$ cat src/rtl/lfsr_sequencer.sv
// lfsr_sequencer
//   Run/pause/step/seed controller for the 8-bit LFSR display datapath.
//   Three debounced push-buttons drive a small IDLE/RUN/LOAD FSM that issues
//   single-cycle advance/load strobes to the LFSR register. A programmable
//   tick divider produces the advance strobe while running.
//
// Ports
//   sys_clk, sys_rst_n   clock, async active-low reset
//   btn_run/step/load    raw asynchronous push-buttons (active-high)
//   sw_seed[7:0]         seed switches (quasi-static)
//   sw_speed[1:0]        step rate: STEP_DIV >> (2*sw_speed) cycles per step
//   lfsr_step            one-cycle advance strobe
//   lfsr_load            one-cycle load strobe, LFSR takes lfsr_seed
//   lfsr_seed[7:0]       seed value (never zero)
//   running              high while in RUN
//   step_cnt[15:0]       lfsr_step pulses since last load/reset, wraps

// Per-button front end: 2-flop synchronizer, debounce, rising-press event.
module lfsr_btn_debounce #(
    parameter int DEBOUNCE_CYCLES = 1000000
) (
    input  logic sys_clk,
    input  logic sys_rst_n,
    input  logic btn,
    output logic press
);
    localparam int CW = $clog2(DEBOUNCE_CYCLES);
    localparam logic [CW-1:0] CNT_MAX = CW'(DEBOUNCE_CYCLES - 1);

    logic [1:0]    sync;
    logic          lvl;
    logic [CW-1:0] cnt;

    // The accepted level comes out of reset as "pressed": a button held
    // through reset release never yields an event, and a released button
    // just debounces down to 0 silently.
    always_ff @(posedge sys_clk or negedge sys_rst_n) begin
        if (!sys_rst_n) begin
            sync  <= 2'b00;
            lvl   <= 1'b1;
            cnt   <= '0;
            press <= 1'b0;
        end else begin
            sync  <= {sync[0], btn};
            press <= 1'b0;
            if (sync[1] == lvl) begin
                cnt <= '0;
            end else if (cnt == CNT_MAX) begin
                lvl   <= sync[1];
                cnt   <= '0;
                press <= sync[1];
            end else begin
                cnt <= cnt + CW'(1);
            end
        end
    end
endmodule

module lfsr_sequencer #(
    parameter int             STEP_DIV        = 50000000,
    parameter int             DEBOUNCE_CYCLES = 1000000,
    parameter logic [7:0]     RST_SEED        = 8'h01
) (
    input  logic        sys_clk,
    input  logic        sys_rst_n,
    input  logic        btn_run,
    input  logic        btn_step,
    input  logic        btn_load,
    input  logic [7:0]  sw_seed,
    input  logic [1:0]  sw_speed,
    output logic        lfsr_step,
    output logic        lfsr_load,
    output logic [7:0]  lfsr_seed,
    output logic        running,
    output logic [15:0] step_cnt
);
    localparam logic [1:0] IDLE = 2'd0;
    localparam logic [1:0] RUN  = 2'd1;
    localparam logic [1:0] LOAD = 2'd2;

    localparam int TW = $clog2(STEP_DIV);
    localparam logic [TW:0] DIV = (TW+1)'(STEP_DIV);

    // ev[0]=step, ev[1]=run, ev[2]=load
    logic [2:0] btn_vec;
    logic [2:0] ev;
    assign btn_vec = {btn_load, btn_run, btn_step};

    for (genvar g = 0; g < 3; g++) begin : g_btn
        lfsr_btn_debounce #(.DEBOUNCE_CYCLES(DEBOUNCE_CYCLES)) u_db (
            .sys_clk   (sys_clk),
            .sys_rst_n (sys_rst_n),
            .btn       (btn_vec[g]),
            .press     (ev[g])
        );
    end

    logic ev_step, ev_run, ev_load;
    assign ev_step = ev[0];
    assign ev_run  = ev[1];
    assign ev_load = ev[2];

    logic [1:0]    state, state_nx;
    logic [TW-1:0] tick_cnt;
    logic [TW:0]   term_full;
    logic          tick_done;
    logic          do_step;

    // Terminal recomputed every cycle; >= lets a mid-count speed-up fire at once.
    assign term_full = (DIV >> {sw_speed, 1'b0}) - (TW+1)'(1);
    assign tick_done = ({1'b0, tick_cnt} >= term_full);

    always_comb begin
        state_nx = state;
        case (state)
            IDLE:    if (ev_load) state_nx = LOAD; else if (ev_run) state_nx = RUN;
            RUN:     if (ev_load) state_nx = LOAD; else if (ev_run) state_nx = IDLE;
            LOAD:    state_nx = ev_load ? LOAD : IDLE;
            default: state_nx = IDLE;
        endcase
    end

    // Load and run presses pre-empt both step sources, so step and load
    // strobes are mutually exclusive by construction.
    assign do_step = !ev_load && !ev_run &&
                     (((state == IDLE) && ev_step) || ((state == RUN) && tick_done));

    always_ff @(posedge sys_clk or negedge sys_rst_n) begin
        if (!sys_rst_n) begin
            state     <= IDLE;
            running   <= 1'b0;
            lfsr_step <= 1'b0;
            lfsr_load <= 1'b0;
            lfsr_seed <= RST_SEED;
            step_cnt  <= '0;
            tick_cnt  <= '0;
        end else begin
            state     <= state_nx;
            running   <= (state_nx == RUN);
            lfsr_step <= do_step;
            lfsr_load <= ev_load;

            if (ev_load) begin
                lfsr_seed <= (sw_seed == 8'h00) ? 8'h01 : sw_seed;
                step_cnt  <= '0;
            end else if (do_step) begin
                step_cnt  <= step_cnt + 16'd1;
            end

            // tick_cnt holds its value outside RUN and restarts on entry.
            if (ev_load || ((state == IDLE) && ev_run)) begin
                tick_cnt <= '0;
            end else if ((state == RUN) && !ev_run) begin
                tick_cnt <= tick_done ? '0 : tick_cnt + TW'(1);
            end
        end
    end
endmodule
$ cat config.mk
export PLATFORM = sky130hd
export DESIGN_NAME = lfsr_sequencer
export DESIGN_NICKNAME = d
export VERILOG_FILES = /design/src/rtl/lfsr_sequencer.sv
export SDC_FILE = /design/constraint.sdc
export NUM_CORES = 1
export LEC_CHECK = 0
export CAP_MARGIN = 20
export CORE_MARGIN = 4
export CORE_UTILIZATION = 50
export DETAILED_ROUTE_END_ITERATION = 10
export GPL_TIMING_DRIVEN = 0
export PLACE_DENSITY = 0.77
export SKIP_LAST_GASP = 1
export SYNTH_ARGS = -nofsm -noshare
export SYNTH_HDL_FRONTEND = slang
export SYNTH_SLANG_ARGS = --single-unit
$ cat constraint.sdc
create_clock -name sys_clk -period 3 [get_ports sys_clk]
set_clock_uncertainty 0.1 [all_clocks]
set_input_delay 0.75 -clock sys_clk [delete_from_list [all_inputs] [get_ports sys_clk]]
set_output_delay 0.75 -clock sys_clk [all_outputs]
set_load 0.03 [all_outputs]
==> summary.txt, run 1 <==
run results: outcome complete, but fails checks, failing checks setup timing, Max Clk Rate 328 MHz, CP required 3.19 ns, setup TNS -0.125 ns, crit path DAT 3.24 ns, Tmin final between 3 and 4 ns, Post-synth top cells dfrtp_1 (123), nor2_1 (93), nand3_1 (55), nand2_1 (41), xor2_1 (39), slowest CP cell or3_4, post-cts resize count 21, yosys cell count 683, Core Rows 42, Hold Vio Cnt, Final 0, Die Area 0.0156 mm^2, top-count cell post-synth dfrtp_1, simple-gate area share of the yosys netlist 0.231, setup bufs post-CTS 12, antenna viol nets, final 0, period utilisation layout 1.02, worst-skew pair later-pin latency 0.42 ns, GRT overflow 0, Post-Syn Instances 683, TritonCTS buffer count 17, antenna violations before repair 0, Area leader share 0.451, vias in the first global route between 5000 and 6000, Top logic family simple AND/OR/NAND/NOR gates, crit-path max cell delay 0.35 ns, largest net degree at the start of global routing 72, Worst VDD drop 338 uV, clk buf depth 2, YS warnings 0, worst rel slew slack 0.430, Leak 3.56 nW, TritonCTS clock tree built, Worst-Margin Slew 0.849 ns, synth top area cells dfrtp_1 (45%), ha_1 (5.5%), nor2_1 (5.1%), first-pass iteration count of the detailed router 5, IO Pins 42, Core Region 0.0133 mm^2, Hold-fix buffers, CTS 0, Floorplan Nets 728, iteration-0 DRC count of the detailed router about 500, critical-path cell list buf_12 > buf_4 > ha_2 > ha_1 > nand4_1 > or2_1 > or3_4 > o221a_4 > buf_6 > a2111oi_4 > mux2_4, xor+xnor area frac 0.0770, Residual DRC 0, first-pass GRT wire length 27.3 mm, startpoint types input pin, distinct cell type count after synthesis ~55, register share after synthesis 0.466, final number of max-transition violations 0, Met1 Wirelength 6.88 mm, final worst slack -0.0496 ns, Synth Flop Type dfrtp_1, H-tree depth 4, CTS Sinks 127, die height 125 um, diode count 0, and-or/or-and share of the synthesized area 0.102, ys async rst share 1.00, detailed-route vias per instance 5.88, root buf cell clkbuf_16, Routed Wire Length 16.2 mm, routed wl met2 about 8.0 mm, nets 804, max layer used met4, EDFF count, synth 0, CP endpoint kind flip-flop, initial core utilization 0.513, DR WL met3 about 1.1 mm, adder share 0.0550, critical setup path kind input pin to flip-flop, reg2reg end step_cnt[12]$_DFFE_PN0P_, via count 5577, PwrDens 471 mW/mm^2, PortBufs approximately 41, Syn-to-layout area delta 24.0%, Final setup violation count 4, worst hold slack 0.179 ns, RSZ-0062 raised after global routing yes, maxcap violations 0, hold crit path type input pin to asynchronous set/reset pin, r2r startpoint tick_cnt[24]$_DFFE_PN0P_, GR Util All Layers 0.212, Post-DP Area between 0.007 and 0.008 mm^2, dpl hpwl 11.1 mm, area leader, netlist dfrtp_1, Yosys reg bits 127, Finished Cell Area 0.00846 mm^2, Crit Path Max Fanout 5, Chip Area, Yosys slightly below 0.007 mm^2, R2R cell count 8, WL/cell 17.1 um, number of fill cells in the layout between 1000 and 1500, mux contribution to synthesized area 0.0434, RD Place Congestion 0.904, Synth Cell Area 0.00683 mm^2, flop2flop setup slack 0.21 ns, share of cells above drive strength 1 0.154, OpenROAD warning count 31, Chip Width 125 um, Mean Syn Cell Area 9.99 um^2, Worst-path clk slew 0.06 ns
==> run 1: state kept, by name, indices dropped and copies added, names as in the netlist, 2 cells and up <==
| name | cells |
|---|---|
| g_btn.u_db.lvl | 3 |
| state | 2 |
| g_btn.u_db.cnt | 60 |
| step_cnt | 16 |
| tick_cnt | 26 |
| g_btn.u_db.press | 3 |
| lfsr_seed | 8 |
| g_btn.u_db.sync | 6 |
==> run 1: report_power, final <==
group	switching (W)	leakage (nW)	internal, W
logic	0.000115	1.62	0.0000847
clock network	0.000779	0.283	0.00127
registers	0.0000132	1.66	0.00173
==> run 1: worst max-delay path, delay by kind of cell <==
| kind | cells | cell delay [ns] |
|---|---|---|
| muxes | 1 | 0.34 |
| AOI/OAI and AO/OA | 2 | 0.59 |
| and+or+nand+nor | 3 | 0.69 |
| buffers and inverters | 3 | 0.38 |
| adders and majority gates | 2 | 0.50 |
==> run 1: final cells by class <==
| cell class | count | area, um^2 | area share |
|---|---|---|---|
| buffer | 22 | 126 | 0.0149 |
| clock buffer | 20 | 457 | 0.0540 |
| clock inverter | 12 | 136 | 0.0161 |
| inverter | 17 | 70.1 | 0.00828 |
| multi-input combinational | 517 | 3700 | 0.438 |
| sequential | 127 | 3180 | 0.376 |
| tap | 176 | 220 | 0.0260 |
| timing repair buffer | 57 | 567 | 0.0670 |
==> run 1: stage by stage <==
stage	setup WS [ns]	util	power [W]	std cells
after global placement	-3.76	0.572	0.00193	900
after floorplan	-0.185	-	0.00185	683
after global routing	-0.0921	0.637	0.00412	948
after detailed placement	-1.34	0.574	0.00194	901
after CTS	-0.114	0.628	0.00400	946
final	-0.0496	0.637	0.00399	948
==> run 1: how the worst max path moves through the flow <==
stage	startpoint	end	slack, ns
CTS	sw_speed[1]	step_cnt[6]$_DFFE_PN0P_	-0.11
finish	sw_speed[1]	step_cnt[12]$_DFFE_PN0P_	-0.05
global route	sw_speed[1]	step_cnt[12]$_DFFE_PN0P_	-0.09
global placement	sys_rst_n	g_btn[2].u_db.cnt[2]$_DFF_PN0_	-3.76
detailed placement	sw_speed[1]	step_cnt[7]$_DFFE_PN0P_	-1.34
floorplan	sw_speed[1]	step_cnt[6]$_DFFE_PN0P_	-0.19
==> run 1: cell usage in the layout, fill, tap and decap left out, drive strengths merged, types with 8 or more instances in the layout <==
cell type / n
dfrtp: 123
nor2: 93
nand3: 55
nand2: 41
xor2: 39
clkdlybuf4s50: 38
clkbuf: 34
ha: 30
buf: 27
a21oi: 22
xnor2: 21
mux2: 21
and3: 19
nand4: 19
nor2b: 17
inv: 17
nor3: 14
nor4: 11
o21a: 11
nor3b: 11
and2: 8
and4: 8
o21ai: 8
==> run 1: logic make-up (layout without fill, tap and decap cells) <==
logic type               Yosys count  count (layout)
AND/OR/NAND/NOR                  311             311
other                              2               2
multiplexers                      27              27
flip-flops                       127             127
XOR/XNOR                          60              60
AND-OR/OR-AND                     87              87
adder cells (fa/ha/maj)           30              30
buffers and inverters             39             128
==> run 1: metal layers <==
| metal | track usage | vias up |
|---|---|---|
| li1 | - | 2599 |
| met1 | 0.279 | 2732 |
| met2 | 0.348 | 215 |
| met3 | 0.0502 | 31 |
| met4 | 0.0708 | 0 |
| met5 | 0 | - |
Figure 1. Power grid (run 1).
Scale: 3 px per um. Pins as bars on the die edge.
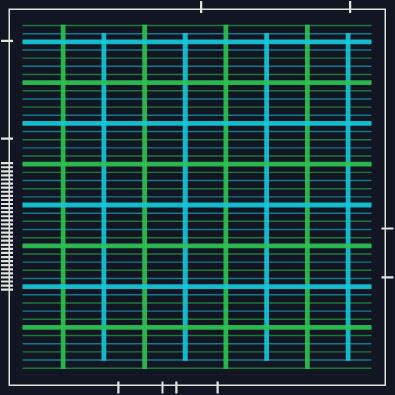
Green marks VSS. Cyan marks VDD.
42 signal pins sit on the boundary. 8 straps on met5. 43 met1 rails follow the rows.

Figure 2. Cell classes on the final placement (run 1).
Scale: 2 px per um. Fill, decap, tap and diode cells in grey.
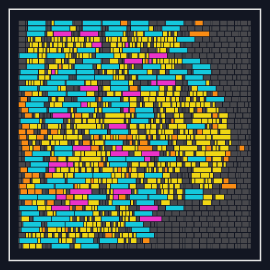
Magenta marks clock drivers and dummy loads, cells 32, share of their area 7.2%. Yellow marks all other logic, cells 534, share of their area 46%. Cyan marks flip-flops, cells 127, share of their area 39%. Orange marks other buffers and delay cells, cells 79, share of their area 8.4%.

Figure 3. Routed clock nets over the placement (run 1).
Scale: 4 px per um.
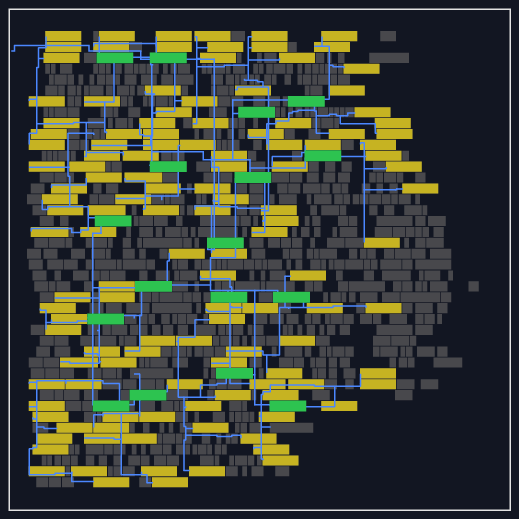
Blue marks clock wires, length 1640 um. Green marks cells driving clock nets, count 17. Yellow marks flip-flops, count 127.
There are 18 routed clock nets.

==> run 2, diff against run 1 <==
Settings changed: SKIP_LAST_GASP 1 to default, SLEW_MARGIN from default to 10.
Figure 4. Routed clock nets over the placement (run 2).
Scale: 4 px per um.
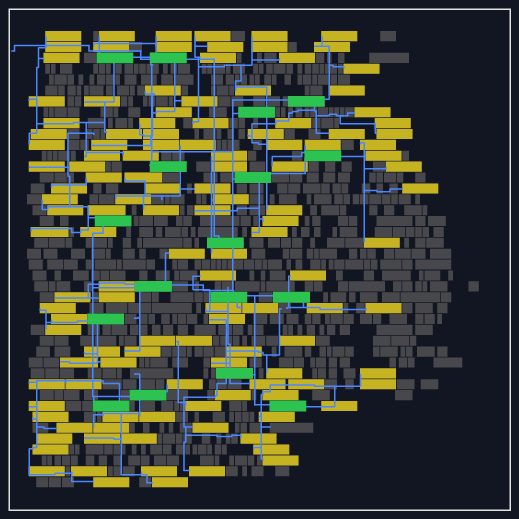
Yellow marks flip-flops, count 127. Blue marks clock wires, length 1620 um. Green marks cells driving clock nets, count 17.
There are 18 routed clock nets.

Figure 5. Routed metal, one colour a layer (run 2).
Scale: 3 px per um. Only two layers are drawn.
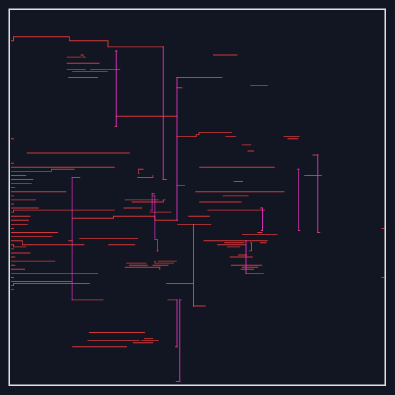
Red marks met3, wire length 1040 um. Magenta marks met4, wire length 317 um.

==> run 2 against run 1 <==
Net effect: synthesized cell count is the same; utilization rose by 0.085 points; setup slack lost 0.0035 ns; clock power about the same; the run still ends with setup timing left; global-route usage hardly changed; total power about the same; maximum frequency shrank 0.11%; die size is the same; critical endpoint unchanged; final area grew 0.13%; final cell count did not move; routed wire length is essentially flat.
==> summary.txt, run 2 <==
run results: EDFF count, synth 0, Residual DRC 0, PwrDens between 400 and 500 mW/mm^2, PortBufs approximately 40, Core Rows 42, register share after synthesis 0.466, YS warnings 0, Leak 3.57 nW, top-count cell post-synth dfrtp_1, max reg flops 60, root buf cell clkbuf_16, CP required 3.20 ns, area leader, netlist dfrtp_1, CTS Sinks 127, TritonCTS buffer count 17, Tmin final 3.05 ns, ys async rst share 1.00, Crit Path Max Fanout 5, Max Clk Rate 328 MHz, diode count 0, Routed Wire Length 16.3 mm, number of fill cells in the layout between 1000 and 1500, detailed-route vias per instance 5.85, IO Pins 42, GR Util All Layers 0.212, first-pass GRT wire length 27.3 mm, Syn-to-layout area delta 24.2%, Worst-Margin Slew 0.865 ns, nets 804, Core Region 0.0133 mm^2, Floorplan Nets 728, Synth Flop Type dfrtp_1, RD Place Congestion 0.904, Hold Vio Cnt, Final 0, distinct cell type count after synthesis 55, WL/cell 17.1 um, startpoint types input pin, final worst slack -0.0531 ns, vias in the first global route between 5000 and 6000, outcome complete, but fails checks, Power Total 0.00399 W, critical setup path kind input pin to flip-flop, yosys cell count 683, via count about 5500, Die Area 0.0156 mm^2, failing checks setup timing, Yosys reg bits about 130, dpl hpwl roughly 11 mm, Chip Width roughly 120 um, Mean Syn Cell Area 9.99 um^2, die height 125 um, Biggest register g_btn.u_db.cnt, largest net degree at the start of global routing around 70, Chip Area, Yosys 0.00683 mm^2, final number of max-transition violations 0, RSZ-0062 raised after global routing yes, period utilisation layout 1.02, Final Core Density 0.637, share of cells above drive strength 1 0.154, Synth Cell Area ~0.0068 mm^2, hold crit path type input pin to asynchronous set/reset pin, GRT overflow 0, Top Layout Cells dfrtp_1 (123), nor2_1 (93), nand3_1 (54), nand2_1 (41), xor2_1 (39), Largest regs g_btn.u_db.cnt x60, tick_cnt x26, step_cnt x16, antenna violations before repair 0, Worst VDD drop 338 uV, worst rel slew slack 0.419, Final setup violation count 4, CP endpoint kind flip-flop, r2r startpoint tick_cnt[24]$_DFFE_PN0P_, antenna viol nets, final 0, crit path DAT 3.25 ns, H-tree depth 4, Post-Syn Instances 683, clk buf depth 2, OpenROAD warning count 31, Worst-path clk slew 0.06 ns, iteration-0 DRC count of the detailed router 453, Hold-fix buffers, CTS 0, initial core utilization 0.513, synth top area cells dfrtp_1 (45%), ha_1 (5.5%), nor2_1 (5.1%), maxcap violations 0, most frequent logic cell in the layout dfrtp_1, first-pass iteration count of the detailed router 5, Post-synth top cells dfrtp_1 (123), nor2_1 (93), nand3_1 (55), nand2_1 (41), xor2_1 (39), Setup crit start sw_speed[1], worst-skew pair later-pin latency 0.41 ns, Area leader share 0.451, TritonCTS clock tree built
[run 2: cell counts in the layout (fill, tap and decap cells not counted)]
No cell type changed its count.
[run 2: metrics by stage]
| stage | area (um^2) | std cells | hold slack, ns | setup WS, ns | TNS (ns) |
|---|---|---|---|---|---|
| finish | 8480 | 948 | 0.181 | -0.0531 | -0.139 |
| global route | 8480 | 948 | 0.214 | -0.0921 | -0.446 |
| CTS | 8360 | 946 | 0.202 | -0.114 | -0.638 |
| detailed placement | 7630 | 901 | 0.237 | -1.34 | -51.56 |
| global placement | 7600 | 900 | 0.234 | -3.76 | -520.40 |
| floorplan | 6970 | 683 | 0.231 | -0.185 | -1.99 |
[run 2: what timing repair did]
item | 4_1_cts | 5_1_grt
pin swaps | 6 | 6
gates resized | 23 | 20
setup buffers | 12 | 2
endpoints found under the setup margin | 43 | 41
cloned | 1 | 0
[run 2: final timing paths]
kind / end / slack (ns) / cells past startpoint
max reg2reg: step_cnt[12]$_DFFE_PN0P_ / 0.22 / 8
max in group asynchronous: step_cnt[15]$_DFFE_PN0P_ / 1.89 / 2
min in group sys_clk: g_btn[2].u_db.sync[1]$_DFF_PN0_ / 0.25 / 0
max: step_cnt[12]$_DFFE_PN0P_ / -0.05 / 12
min: g_btn[1].u_db.cnt[13]$_DFF_PN0_ / 0.18 / 1
min reg2reg: g_btn[2].u_db.sync[1]$_DFF_PN0_ / 0.25 / 0
[run 2: cell type report]
class                   instances  area, um^2  share of cell area
flip-flops and latches        127        3180               0.376
plain buffers                  22         130              0.0154
multi-input cells             517        3710               0.438
repair buffers                 57         571              0.0673
clock inverters                12         136              0.0161
inverters                      17        70.1             0.00827
well taps                     176         220              0.0260
clock buffers                  20         457              0.0539
[run 2: critical path, stage by stage]
cell,delay (ns)
buf_12,0.08
clkinvlp_4,0.10
ha_4,0.30
inv_4,0.04
ha_4,0.25
and4_1,0.18
nand2_1,0.07
or3_4,0.40
o221a_4,0.25
buf_6,0.14
a2111oi_4,0.34
mux2_4,0.34
[run 2: where the power goes]
part           switching (W)  internal, W
registers          0.0000132      0.00173
clock network       0.000777      0.00127
logic               0.000115    0.0000856
total               0.000905      0.00308
[run 2: logic make-up (layout without fill, tap and decap cells)]
group	count (synthesis)	count (layout)	share of synthesized area
AND/OR/NAND/NOR	311	311	0.231
flip-flops	127	127	0.466
AND-OR/OR-AND	87	87	0.102
XOR/XNOR	60	60	0.0770
buffers and inverters	39	128	0.0242
adder cells (fa/ha/maj)	30	30	0.0550
multiplexers	27	27	0.0434
other	2	2	0.00110
[run 2: routing by layer]
metal	up-vias	wire, um	GRT usage
li1	2595	-	-
met1	2727	6930	0.280
met2	192	7970	0.348
met3	34	1040	0.0502
met4	0	317	0.0695
met5	-	0	0
Power is estimated from default activity; no workload was simulated.
